Fig. 1: cells by drive strength
Drawn at 4 px/um.
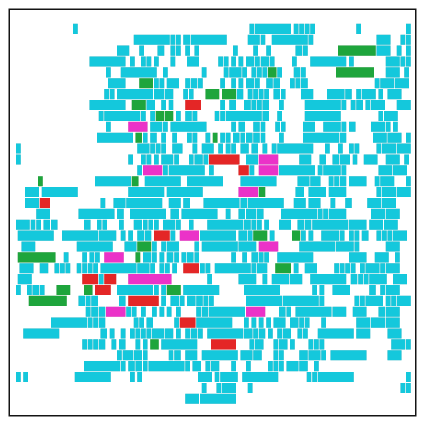
Fig. 2: routing congestion
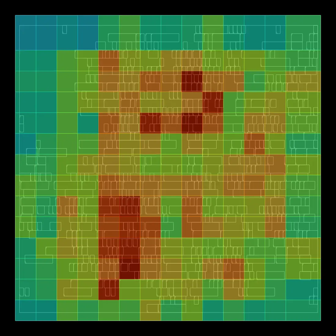
Fig. 3: logic cells by family
Drawn at 4 px/um.
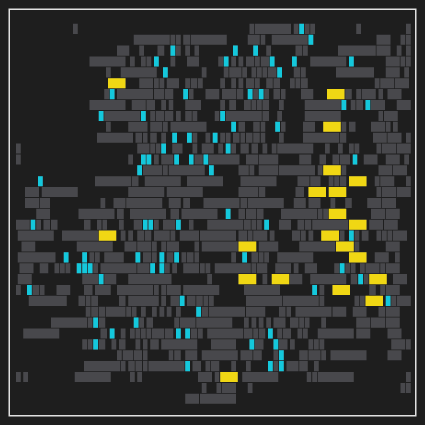
--- config.mk ---
export PLATFORM = sky130hd
export DESIGN_NAME = murax_gpio_panel_ctrl
export DESIGN_NICKNAME = d
export VERILOG_FILES = /design/src/rtl/murax_gpio_panel_pkg.sv /design/src/rtl/murax_btn_debounce.sv /design/src/rtl/murax_gpio_panel_ctrl.sv
export SDC_FILE = /design/constraint.sdc
export NUM_CORES = 1
export LEC_CHECK = 0
export ABC_AREA = 1
export CAP_MARGIN = 20
export CORE_MARGIN = 1
export CORE_UTILIZATION = 45
export CTS_BUF_LIST = sky130_fd_sc_hd__clkbuf_4 sky130_fd_sc_hd__clkbuf_8 sky130_fd_sc_hd__clkbuf_16
export DETAILED_ROUTE_END_ITERATION = 8
export HOLD_SLACK_MARGIN = 0.08
export PLACE_DENSITY = 0.73
export SYNTH_ARGS = -nofsm -noshare
export SYNTH_HDL_FRONTEND = slang
export SYNTH_SLANG_ARGS = --single-unit
--- constraint.sdc ---
create_clock -name io_mainClk -period 5.4 [get_ports io_mainClk]
set_input_delay 0.81 -clock io_mainClk [delete_from_list [all_inputs] [get_ports io_mainClk]]
set_output_delay 0.81 -clock io_mainClk [all_outputs]
set_load 0.1 [all_outputs]
--- src/rtl/murax_gpio_panel_pkg.sv ---
// Shared encodings for the Murax gpioA button/LED panel: GPIO bit map,
// LED modes, debounce states and the per-LED lit decision.
package murax_gpio_panel_pkg;

   localparam int NUM_LEDS = 2;

   typedef enum logic [1:0] {
      LED_OFF   = 2'b00,
      LED_ON    = 2'b01,
      LED_PWM   = 2'b10,
      LED_BLINK = 2'b11
   } led_mode_e;

   localparam int RED_MODE_LSB = 0;
   localparam int GRN_MODE_LSB = 2;
   localparam int ACK_BIT      = 7;
   localparam int RED_DUTY_LSB = 16;
   localparam int GRN_DUTY_LSB = 24;

   localparam int RD_PRESSED = 0;
   localparam int RD_EVT     = 1;
   localparam int RD_RAW     = 2;
   localparam int RD_CNT_LSB = 8;

   typedef enum logic [1:0] {
      DB_RELEASED,
      DB_WAIT_PRESS,
      DB_PRESSED,
      DB_WAIT_RELEASE
   } db_state_e;

   function automatic logic led_lit(logic [1:0] mode, logic [7:0] pwm_cnt,
                                    logic [7:0] duty, logic phase);
      logic lit;
      lit = 1'b0;
      case (mode)
         LED_ON:    lit = 1'b1;
         LED_PWM:   lit = pwm_cnt < duty;
         LED_BLINK: lit = phase;
         default:   lit = 1'b0;
      endcase
      return lit;
   endfunction

endpackage

--- src/rtl/murax_btn_debounce.sv ---
// Two-flop synchroniser plus a four-state debounce FSM; press_evt marks the
// cycle in which a press finishes qualifying.
module murax_btn_debounce
   import murax_gpio_panel_pkg::*;
#(
   parameter int DEBOUNCE_CYCLES = 120000
) (
   input  logic clk,
   input  logic rst,
   input  logic btn_n,
   output logic synced,
   output logic pressed,
   output logic press_evt
);
   localparam int CW = $clog2(DEBOUNCE_CYCLES);

   logic [1:0]    sync_q;
   db_state_e     state;
   logic [CW-1:0] cnt;
   logic          last;

   always_ff @(posedge clk or posedge rst) begin
      if (rst) sync_q <= 2'b11;
      else     sync_q <= {sync_q[0], btn_n};
   end

   assign synced = sync_q[1];
   assign last   = cnt == CW'(DEBOUNCE_CYCLES - 1);

   always_ff @(posedge clk or posedge rst) begin
      if (rst) begin
         state <= DB_RELEASED;
         cnt   <= '0;
      end else begin
         case (state)
            DB_RELEASED:
               if (!synced) begin
                  state <= DB_WAIT_PRESS;
                  cnt   <= CW'(1);
               end
            DB_WAIT_PRESS:
               if (synced) begin
                  state <= DB_RELEASED;
                  cnt   <= '0;
               end else if (last) begin
                  state <= DB_PRESSED;
                  cnt   <= '0;
               end else begin
                  cnt <= cnt + CW'(1);
               end
            DB_PRESSED:
               if (synced) begin
                  state <= DB_WAIT_RELEASE;
                  cnt   <= CW'(1);
               end
            DB_WAIT_RELEASE:
               if (!synced) begin
                  state <= DB_PRESSED;
                  cnt   <= '0;
               end else if (last) begin
                  state <= DB_RELEASED;
                  cnt   <= '0;
               end else begin
                  cnt <= cnt + CW'(1);
               end
            default: begin
               state <= DB_RELEASED;
               cnt   <= '0;
            end
         endcase
      end
   end

   assign pressed   = (state == DB_PRESSED) || (state == DB_WAIT_RELEASE);
   // Decoded from the qualifying transition so the flag and count land on
   // the same edge as pressed.
   assign press_evt = (state == DB_WAIT_PRESS) && !synced && last;

endmodule

--- src/rtl/murax_gpio_panel_ctrl.sv ---
// gpioA-facing panel controller: button event flag/count on the read port,
// per-LED off/on/PWM/blink modes decoded from the write port.
module murax_gpio_panel_ctrl
   import murax_gpio_panel_pkg::*;
#(
   parameter int DEBOUNCE_CYCLES = 120000,
   parameter int PWM_PRESCALE    = 47,
   parameter int BLINK_CYCLES    = 3000000,
   parameter bit LED_ACTIVE_LOW  = 1'b1
) (
   input  logic        io_mainClk,
   input  logic        io_asyncReset,
   input  logic [31:0] io_gpio_write,
   input  logic [31:0] io_gpio_writeEnable,
   output logic [31:0] io_gpio_read,
   input  logic        io_btn_n,
   output logic        io_led_r,
   output logic        io_led_g
);
   localparam int PW = (PWM_PRESCALE > 1) ? $clog2(PWM_PRESCALE) : 1;
   localparam int BW = (BLINK_CYCLES > 1) ? $clog2(BLINK_CYCLES) : 1;

   logic [31:0] w;
   logic        synced, pressed, press_evt;
   logic        evt_flag, ack_q, ack_rise;
   logic [7:0]  press_cnt;
   logic [PW-1:0] pre_cnt;
   logic [7:0]  pwm_cnt;
   logic [BW-1:0] blink_cnt;
   logic        blink_phase;
   logic        unused_w_bits;

   logic [NUM_LEDS-1:0][1:0] led_mode;
   logic [NUM_LEDS-1:0][7:0] led_duty;
   logic [NUM_LEDS-1:0]      led_pin;

   assign w             = io_gpio_write & io_gpio_writeEnable;
   assign ack_rise      = w[ACK_BIT] & ~ack_q;
   assign unused_w_bits = ^{w[15:8], w[6:4]};

   murax_btn_debounce #(.DEBOUNCE_CYCLES(DEBOUNCE_CYCLES)) u_debounce (
      .clk       (io_mainClk),
      .rst       (io_asyncReset),
      .btn_n     (io_btn_n),
      .synced    (synced),
      .pressed   (pressed),
      .press_evt (press_evt)
   );

   // A new press outranks an ack edge in the same cycle so no event is lost.
   always_ff @(posedge io_mainClk or posedge io_asyncReset) begin
      if (io_asyncReset) begin
         evt_flag  <= 1'b0;
         ack_q     <= 1'b0;
         press_cnt <= '0;
      end else begin
         ack_q <= w[ACK_BIT];
         if (press_evt) begin
            evt_flag  <= 1'b1;
            press_cnt <= press_cnt + 8'd1;
         end else if (ack_rise) begin
            evt_flag <= 1'b0;
         end
      end
   end

   always_ff @(posedge io_mainClk or posedge io_asyncReset) begin
      if (io_asyncReset) begin
         pre_cnt     <= '0;
         pwm_cnt     <= '0;
         blink_cnt   <= '0;
         blink_phase <= 1'b0;
      end else begin
         if (pre_cnt == PW'(PWM_PRESCALE - 1)) begin
            pre_cnt <= '0;
            pwm_cnt <= pwm_cnt + 8'd1;
         end else begin
            pre_cnt <= pre_cnt + PW'(1);
         end
         if (blink_cnt == BW'(BLINK_CYCLES - 1)) begin
            blink_cnt   <= '0;
            blink_phase <= ~blink_phase;
         end else begin
            blink_cnt <= blink_cnt + BW'(1);
         end
      end
   end

   assign led_mode = {w[GRN_MODE_LSB +: 2], w[RED_MODE_LSB +: 2]};
   assign led_duty = {w[GRN_DUTY_LSB +: 8], w[RED_DUTY_LSB +: 8]};

   for (genvar i = 0; i < NUM_LEDS; i++) begin : g_led
      logic pin_q;
      always_ff @(posedge io_mainClk or posedge io_asyncReset) begin
         if (io_asyncReset) pin_q <= LED_ACTIVE_LOW;
         else pin_q <= led_lit(led_mode[i], pwm_cnt, led_duty[i], blink_phase) ^ LED_ACTIVE_LOW;
      end
      assign led_pin[i] = pin_q;
   end

   assign io_led_r = led_pin[0];
   assign io_led_g = led_pin[1];

   always_comb begin
      io_gpio_read                      = '0;
      io_gpio_read[RD_PRESSED]          = pressed;
      io_gpio_read[RD_EVT]              = evt_flag;
      io_gpio_read[RD_RAW]              = synced;
      io_gpio_read[RD_CNT_LSB +: 8]     = press_cnt;
   end

endmodule

==> deck_impl_summary.md <==
Synthesis and Place & Route Summary

Placement
  • Placer Congestion: ~0.92
  • Placed Area: approximately 5000 um^2
  • Inst Count DP: ~760
  • Pre-CTS setup slack: a little under 3 ns
  • PortBufs: ~57

Drt
  • Top Metal Used: met4
  • Metal-1 WL: about 4.3 mm
  • Initial DRC Count: between 150 and 200
  • Via count: between 3000 and 4000
  • Total wire length: about 9.4 mm

Power and ir drop
  • Top power group: registers
  • Power Density: 212 nW/um^2
  • Logic pwr share: between 10% and 20%
  • Power Sequential: 0.535 mW
  • Clock network fraction of design power: ~38%
  • Comb. pwr: between 0.15 and 0.2 mW
  • Max IR drop VDD: roughly 130 uV
  • Sw Ratio: about 28%

Global routing
  • First-pass GRT wire length: around 16 mm
  • Largest net degree at the start of global routing: just over 70
  • Vias in the first global route: about 3700
  • Busiest layer in global routing: met2

Final timing
  • Hold Violations, Final: 0
  • Final period utilization: between 50% and 60%
  • Final clock skew: between 0.01 and 0.015 ns
  • Final setup vio count: 0
  • Setup TNS Final: 0 ns
  • Hold Slack: 0.346 ns
  • Worst slew pin tran: 1.01 ns

Clocking
  • Total CTS buffers: 9
  • H-Tree Depth: 3
  • CTS tree: done
  • Clock tree buffer depth: 2
  • Clk slew on worst S/H paths: around 0.080 ns

Logic synthesis
  • XOR Share, Synth: under 10%
  • Gate Count Post-Synth: ~580
  • Syn Std Cell Area: ~4400 um^2
  • Comb area leader: simple AND/OR/NAND/NOR gates
  • Adder Share, Synth: 5.64%
  • Library cells used by synthesis: 37
  • Mux cell area share after synthesis: less than 1%
  • Syn Area/Cell: approximately 7.7 um^2

Run status
  • Status: finished clean

Cells and area
  • FILL cells: a little under 900
  • Registers: approximately 70
  • Top Registers: blink_cnt: 22 flops, u_debounce.cnt: 17 flops
  • Final cell count without fillers: around 770
  • Top cells excl fill/tap: 169 x nand2_1, 73 x inv_1, 66 x dfrtp_1, 57 x clkdlybuf4s50_1, 56 x nor2_1
  • Clock tree cell share of total cell area: around 3.8%
  • Register Area: around 1800 um^2

Setup path
  • CP Buf/Inv Count: 1
  • Crit end category: primary output
  • Reg2reg setup slack: 3.24 ns

Hold path
  • Min-delay src: u_debounce.sync_q[0]$_DFF_PP1_

Floorplanning
  • Initial Util: between 40% and 50%
  • Die area: slightly above 10000 um^2
  • Die Wd: 101 um
## Picture notes: Fig. 1
- x3 and x4: red (cells 12; share 1.9%; most used nor2_4)
- x2: green (cells 25; share 3.9%; most used nor3_2)
- x1 and smaller: cyan (cells 596; share 93%; most used nand2_1)
- x6 and larger: magenta (cells 11; share 1.7%; most used clkbuf_8)
bufs w/o clock: 58
fin worst setup slack: 2.54 ns
area grow syn2layout: 18.3%
Finished Cell Area: 5250 um^2

## Picture notes: Fig. 2
met3 Use GR: 2.83%
GR Util All Layers: 19.7%
met2 Use GR: 33.9%
post-layout util: 55.7%

## Picture notes: Fig. 3
- fa/ha/maj cells: yellow (cells 20)
- inv cells: cyan (cells 76)
most instantiated logic cell after routing: nand2_1
fraction of area in multi-input gates: 43.2%

==> synthesized netlist by cell type, drive strengths merged <==
library cell  instances  share of area, %
mux2                  1              0.25
dfrtp                66                37
nand3                35               4.6
o21a                  2              0.34
nand3b                1              0.17
clkbuf                2              0.17
dfstp                 4               2.4
nor2                 64               6.4
conb                  1             0.085
nand4                21               3.3
ha                   20               5.6
o22ai                 5              0.71
and3                  1              0.14
buf                  26               4.3
o21bai                1              0.17
o211ai                1              0.17
nor4                  1              0.48
xor2                 24               4.7
a21oi                12               1.4
nand2               173                15
inv                  76               6.4
nor3                 20               2.8
nor3b                 2              0.34
xnor2                 7               1.4
o21ai                11               1.2
or2                   1              0.14
No activity file was given, so power comes from the tool's default toggle rates.
